--- config.mk ---
export PLATFORM = sky130hd
export DESIGN_NAME = register_file_arbiter
export DESIGN_NICKNAME = d
export VERILOG_FILES = /design/src/rtl/register_file_arbiter.sv
export SDC_FILE = /design/constraint.sdc
export NUM_CORES = 1
export LEC_CHECK = 0
export ABC_AREA = 1
export CAP_MARGIN = 5
export CELL_PAD_IN_SITES_DETAIL_PLACEMENT = 0
export CELL_PAD_IN_SITES_GLOBAL_PLACEMENT = 1
export CORE_ASPECT_RATIO = 0.75
export CORE_MARGIN = 4
export CORE_UTILIZATION = 26
export CTS_CLUSTER_SIZE = 20
export DETAILED_ROUTE_END_ITERATION = 8
export PLACE_DENSITY_LB_ADDON = 0.1
export SYNTH_ARGS = -nofsm -noshare
export SYNTH_HDL_FRONTEND = slang
export SYNTH_SLANG_ARGS = --single-unit
--- constraint.sdc ---
create_clock -name clock_i -period 1.2 [get_ports clock_i]
set_clock_uncertainty 0.2 [all_clocks]
set_input_delay 0.12 -clock clock_i [delete_from_list [all_inputs] [get_ports clock_i]]
set_output_delay 0.12 -clock clock_i [all_outputs]
set_load 0.01 [all_outputs]
--- src/rtl/register_file_arbiter.sv ---
// Two-requester front end for a single-ported register file.
// Stage A arbitrates combinationally, stage B holds the registered file command,
// stage C returns read data to the requester that issued the read.
// Optional build macro: RF_ARB_FIXED_PRIO_EN selects fixed priority (r0 wins)
// instead of the default round-robin arbitration.
module register_file_arbiter #(
  parameter int unsigned DATA_W = 8,
  parameter int unsigned ADDR_W = 3
) (
  input  logic              clock_i,
  input  logic              reset_ni,
  input  logic              req0_i,
  input  logic              we0_i,
  input  logic [ADDR_W-1:0] addr0_i,
  input  logic [DATA_W-1:0] wdata0_i,
  output logic              gnt0_o,
  output logic              rvalid0_o,
  output logic [DATA_W-1:0] rdata0_o,
  input  logic              req1_i,
  input  logic              we1_i,
  input  logic [ADDR_W-1:0] addr1_i,
  input  logic [DATA_W-1:0] wdata1_i,
  output logic              gnt1_o,
  output logic              rvalid1_o,
  output logic [DATA_W-1:0] rdata1_o,
  output logic [DATA_W-1:0] rf_din_o,
  output logic [ADDR_W-1:0] rf_write_o,
  output logic [ADDR_W-1:0] rf_read_o,
  output logic              rf_we_o,
  input  logic [DATA_W-1:0] rf_dout_i,
  output logic              busy_o
);

  logic              gnt0, gnt1, gnt_any;
  logic              sel_we;
  logic [ADDR_W-1:0] sel_addr;
  logic [DATA_W-1:0] sel_wdata;

  // Stage B command registers
  logic              b_valid_q, b_valid_d;
  logic              b_rd_q, b_rd_d;
  logic              b_id_q, b_id_d;
  logic              rf_we_q, rf_we_d;
  logic [ADDR_W-1:0] rf_write_q, rf_write_d;
  logic [ADDR_W-1:0] rf_read_q, rf_read_d;
  logic [DATA_W-1:0] rf_din_q, rf_din_d;

  // Stage C response registers
  logic              rvalid0_q, rvalid0_d, rvalid1_q, rvalid1_d;
  logic [DATA_W-1:0] rdata0_q, rdata0_d, rdata1_q, rdata1_d;

`ifdef RF_ARB_FIXED_PRIO_EN
  // Fixed priority: r0 always wins, no pointer state.
  always_comb begin
    gnt0 = reset_ni & req0_i;
    gnt1 = reset_ni & req1_i & ~req0_i;
  end
`else
  // Round-robin pointer: 0 means r0 has priority.
  logic ptr_q, ptr_d;

  // Grant the pointer side on contention; move pointer past whoever was granted.
  always_comb begin
    gnt0  = reset_ni & req0_i & (~req1_i | ~ptr_q);
    gnt1  = reset_ni & req1_i & (~req0_i | ptr_q);
    ptr_d = ptr_q;
    if (gnt0) begin
      ptr_d = 1'b1;
    end else if (gnt1) begin
      ptr_d = 1'b0;
    end
  end

  // Pointer register.
  always_ff @(posedge clock_i or negedge reset_ni) begin
    if (!reset_ni) begin
      ptr_q <= 1'b0;
    end else begin
      ptr_q <= ptr_d;
    end
  end
`endif

  // Mux the winning requester's command fields.
  always_comb begin
    gnt_any   = gnt0 | gnt1;
    sel_we    = gnt1 ? we1_i    : we0_i;
    sel_addr  = gnt1 ? addr1_i  : addr0_i;
    sel_wdata = gnt1 ? wdata1_i : wdata0_i;
  end

  // Next-state for stages B and C; unused address/data fields hold.
  always_comb begin
    b_valid_d  = gnt_any;
    b_rd_d     = gnt_any & ~sel_we;
    b_id_d     = gnt1;
    rf_we_d    = gnt_any & sel_we;
    rf_write_d = rf_write_q;
    rf_read_d  = rf_read_q;
    rf_din_d   = rf_din_q;
    if (gnt_any) begin
      if (sel_we) begin
        rf_write_d = sel_addr;
        rf_din_d   = sel_wdata;
      end else begin
        rf_read_d  = sel_addr;
      end
    end
    // File read data is sampled at the end of stage B.
    rvalid0_d = b_rd_q & ~b_id_q;
    rvalid1_d = b_rd_q & b_id_q;
    rdata0_d  = rvalid0_d ? rf_dout_i : rdata0_q;
    rdata1_d  = rvalid1_d ? rf_dout_i : rdata1_q;
  end

  // Pipeline registers; reset drops any in-flight command.
  always_ff @(posedge clock_i or negedge reset_ni) begin
    if (!reset_ni) begin
      b_valid_q  <= 1'b0;
      b_rd_q     <= 1'b0;
      b_id_q     <= 1'b0;
      rf_we_q    <= 1'b0;
      rf_write_q <= '0;
      rf_read_q  <= '0;
      rf_din_q   <= '0;
      rvalid0_q  <= 1'b0;
      rvalid1_q  <= 1'b0;
      rdata0_q   <= '0;
      rdata1_q   <= '0;
    end else begin
      b_valid_q  <= b_valid_d;
      b_rd_q     <= b_rd_d;
      b_id_q     <= b_id_d;
      rf_we_q    <= rf_we_d;
      rf_write_q <= rf_write_d;
      rf_read_q  <= rf_read_d;
      rf_din_q   <= rf_din_d;
      rvalid0_q  <= rvalid0_d;
      rvalid1_q  <= rvalid1_d;
      rdata0_q   <= rdata0_d;
      rdata1_q   <= rdata1_d;
    end
  end

  // Output drive.
  always_comb begin
    gnt0_o     = gnt0;
    gnt1_o     = gnt1;
    rf_we_o    = rf_we_q;
    rf_write_o = rf_write_q;
    rf_read_o  = rf_read_q;
    rf_din_o   = rf_din_q;
    rvalid0_o  = rvalid0_q;
    rvalid1_o  = rvalid1_q;
    rdata0_o   = rdata0_q;
    rdata1_o   = rdata1_q;
    busy_o     = b_valid_q | rvalid0_q | rvalid1_q;
  end

endmodule

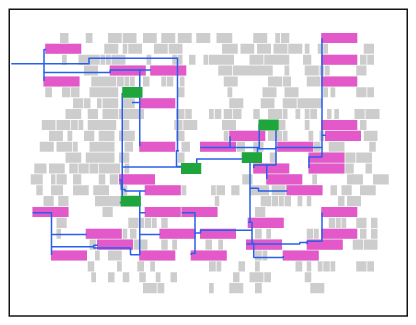
*Clock wires, drivers and flops, run 1*
Drawn at 4 px/um.
legend:
  blue:
    item: clock wires
    length: 476 um
  magenta:
    item: flip-flops
    count: 37
  green:
    item: clock-net drivers
    count: 5
routed clock nets: 6
worst-skew pair later-pin latency: 0.28 ns
clock network power share: 0.230

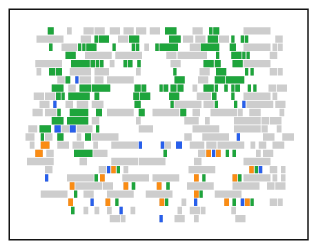
*Selected gate families, run 1*
Drawn at 3 px/um.
legend:
  green:
    family: nand cells
    cells: 107
    most_used: nand2_1
  blue:
    family: inv cells
    cells: 18
    most_used: inv_1
  orange:
    family: aoi and oai cells
    cells: 18
    most_used: o21ai_0

==> flow_metrics.env, run 1 <==
# implementation run metrics
export IMPL_status="finished with violations"
export IMPL_violations="negative setup slack"
export IMPL_timing_final_hold_violations=0
export IMPL_cp_num_buf_inv=1
export IMPL_cts_sinks=37
export IMPL_yosysWarnings=0
export IMPL_worst_slack_ns=-0.262
export IMPL_io_pins=72
export IMPL_crit_cells=2
export IMPL_die_area_um2=7570
export IMPL_buffers=107
export IMPL_nFillCells=583
export IMPL_globalRouteOverflowTotal=0
export IMPL_hold_class="input pin to register"
export IMPL_grt_pass1_wl_um=8420
export IMPL_setup_violations_final=21
export IMPL_htreeDepth=2
export IMPL_peakVddDrop_uv=460
export IMPL_die_w_um=99.1
export IMPL_utilization=0.492
export IMPL_top_logic_kind="simple AND/OR/NAND/NOR gates"
export IMPL_worst_r2r_setup_slack_ns=-0.23
export IMPL_final_clkbuf_count=6
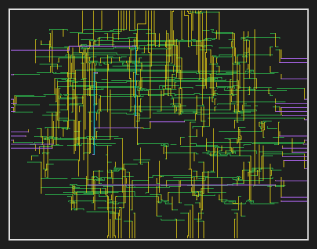
*Signal wires by layer, run 1*
Drawn at 3 px/um.
legend:
  green:
    layer: M1
    wire_length: 2,430 um
  cyan:
    layer: M4
    wire_length: 50.3 um
  purple:
    layer: M3
    wire_length: 310 um
  yellow:
    layer: M2
    wire_length: 2,280 um

-- run 1: Yosys cell counts --
cell | n | area share
nand2_1 | 70 | 0.16
dfrtp_1 | 37 | 0.57
nand3_1 | 28 | 0.087
inv_1 | 16 | 0.037
o21ai_0 | 16 | 0.049
nand2_2 | 5 | 0.019
buf_6 | 3 | 0.021
buf_2 | 2 | 0.0062
buf_4 | 2 | 0.0093
a21oi_1 | 1 | 0.0031
clkbuf_1 | 1 | 0.0023
inv_2 | 1 | 0.0023
inv_4 | 1 | 0.0039
nand2_4 | 1 | 0.0070
nand3_2 | 1 | 0.0062
nor2_2 | 1 | 0.0039
o21bai_1 | 1 | 0.0046
or3_1 | 1 | 0.0039
-- run 1: sequential cells by signal, indices dropped and copies added, names as in the netlist --
name / flops
rf_din_o: 8
rdata1_o: 8
b_id_q: 1
rvalid1_o: 1
b_rd_q: 1
rdata0_o: 8
rf_read_o: 3
rvalid0_o: 1
b_valid_q: 1
rf_we_o: 1
ptr_q: 1
rf_write_o: 3
-- run 1: metal layers --
metal,vias to the layer above,GRT usage
li1,813,-
met1,724,0.214
met2,38,0.200
met3,5,0.0366
met4,0,0.0368
met5,-,0
-- run 1: stage by stage --
stage	TNS, ns	cells	cell area (um2)	setup WS [ns]	hold WS (ns)
after floorplan	-0.210	188	1630	-0.0207	-0.376
after global placement	-10.31	349	2550	-0.558	0.120
after detailed placement	-10.53	349	2550	-0.575	0.109
after CTS	-3.41	375	2820	-0.285	0.0832
after global routing	-5.63	375	2910	-0.319	0.103
final	-3.88	375	2910	-0.262	0.0951
-- run 1: where the power goes --
part | internal [W] | total (W) | switching, W
Combinational | 0.000678 | 0.00136 | 0.000684
Clock | 0.000465 | 0.000893 | 0.000428
Sequential | 0.00150 | 0.00163 | 0.000125
### The metal 3 layer, run 1

Drawn at 4 px/um.
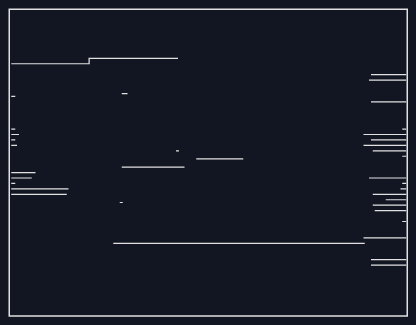

==> inputs of run 2 (changes only) <==
--- a/config.mk
+++ b/config.mk
@@ -10,7 +10,6 @@
 export CELL_PAD_IN_SITES_DETAIL_PLACEMENT = 0
 export CELL_PAD_IN_SITES_GLOBAL_PLACEMENT = 1
 export CORE_ASPECT_RATIO = 0.75
-export CORE_MARGIN = 4
 export CORE_UTILIZATION = 26
 export CTS_CLUSTER_SIZE = 20
 export DETAILED_ROUTE_END_ITERATION = 8
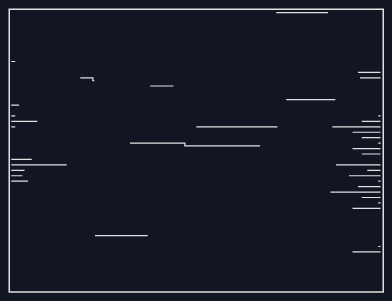
*The metal 3 layer, run 2*
Drawn at 4 px/um.
longest straight run: 20.0 um
nets with wire on the layer: 37
main direction: horizontal
share of all routed wire: 4.8%

==> run 2 against run 1 <==
  * The flow still finishes with violations (negative setup slack)
  * Fmax fell by 1.1%
  * Flip-flop count did not move
  * Critical endpoint unchanged
  * Hold slack improved by 0.0060 ns
  * Largest cell class unchanged
==> flow_metrics.env, run 2 <==
# implementation run metrics
export IMPL_dp_worst_setup_slack_ns=-0.570
export IMPL_die_w_um=93.1
export IMPL_violations="negative setup slack"
export IMPL_synthTopCellsByCount="nand2_1 (70), dfrtp_1 (37), nand3_1 (28)"
export IMPL_utilization=0.490
export IMPL_p_seq_frac=0.398
export IMPL_clk_latency_ns=0.28
export IMPL_htreeDepth=2
export IMPL_globalRouteOverflowTotal=0
export IMPL_status="finished with violations"
export IMPL_share_comb_of_total_power=0.330
export IMPL_worst_slack_ns=-0.279
export IMPL_fin_cells=375
export IMPL_placed_cell_area_um2=2530
export IMPL_area_leaders="dfrtp_1 (57%), nand2_1 (16%), nand3_1 (8.7%)"
export IMPL_edf_count=0
export IMPL_switchingPower_w=0.00123
export IMPL_swShare=0.302
export IMPL_p_int_w=0.00285
export IMPL_post_route_cell_area_um2=2900
export IMPL_dp_cells=347
export IMPL_timing_final_hold_violations=0
export IMPL_flop_cell="dfrtp_1"
export IMPL_yosysWarnings=0
export IMPL_clockPowerShare=0.272
export IMPL_peakVddDrop_uv=484
export IMPL_whs_ns=0.101
export IMPL_cts_sinks=37
export IMPL_hold_class="input pin to register"
export IMPL_setup_violations_final=31
export IMPL_yosys_area_top_type="dfrtp_1"
export IMPL_yosysMostFrequentCell="nand2_1"
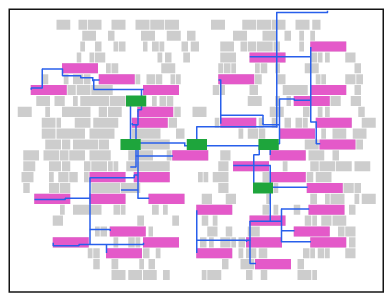
*Clock wires, drivers and flops, run 2*
Drawn at 4 px/um.
legend:
  blue:
    item: clock wires
    length: 492 um
  magenta:
    item: flip-flops
    count: 37
  green:
    item: clock-net drivers
    count: 5
routed clock nets: 6

run 2: area by class of cell:
class                   count  area [um2]
flip-flops and latches     37         926
repair inverters            1        7.51
multi-input cells         127         792
clock buffers               7        86.3
repair buffers            106         886
fillers                   585        3010
well taps                  78        97.6
clock inverters             1        30.0
inverters                  18        76.3
run 2: power groups by stage:
stage	clock network (W)	registers [W]	logic [W]
after CTS	0.00114	0.00162	0.00134
after floorplan	0	0.00177	0.000359
after global routing	0.00120	0.00166	0.00147
after detailed placement	0	0.00166	0.00127
after global placement	0	0.00165	0.00127
final	0.00111	0.00162	0.00135
run 2: worst paths after layout:
check                           slack [ns]     startpoint  cells past startpoint            end
worst max-delay path                 -0.28      rvalid0_o                      2         busy_o
min in group asynchronous             0.33       reset_ni                      3    rdata1_o[0]
worst max register to register       -0.22          ptr_q                      8   rf_read_o[0]
worst min-delay path                  0.10       reset_ni                      4          ptr_q
max in group asynchronous             0.13       reset_ni                      3  rf_write_o[2]
worst min register to register        0.27  rf_write_o[1]                      2  rf_write_o[1]
run 2: timing repair:
item,4_1_cts,5_1_grt
resized,203,14
gates cloned,4,0
setup endpoints to repair,61,32
pin swaps,21,7
hold buffers,1,0
hold endpoints to repair,37,0
setup buffers,16,2
run 2: logic make-up after synthesis:
group | count (synthesis) | share of synthesized area
buffers and inverters | 26 | 0.0819
AND-OR/OR-AND | 18 | 0.0572
AND/OR/NAND/NOR | 107 | 0.289
flip-flops | 37 | 0.572
run 2: critical path, stage by stage (launching register included):
cell and delay [ns]:
dfrtp_1 0.39, or3_1 0.34, buf_2 0.15
run 2: routing by layer:
metal | global-route usage | vias up
met1 | 0.257 | 750
met4 | 0.0359 | 0
met3 | 0.0381 | 2
met5 | 0 | -
li1 | - | 817
met2 | 0.222 | 45
No activity file was given, so power comes from the tool's default toggle rates.
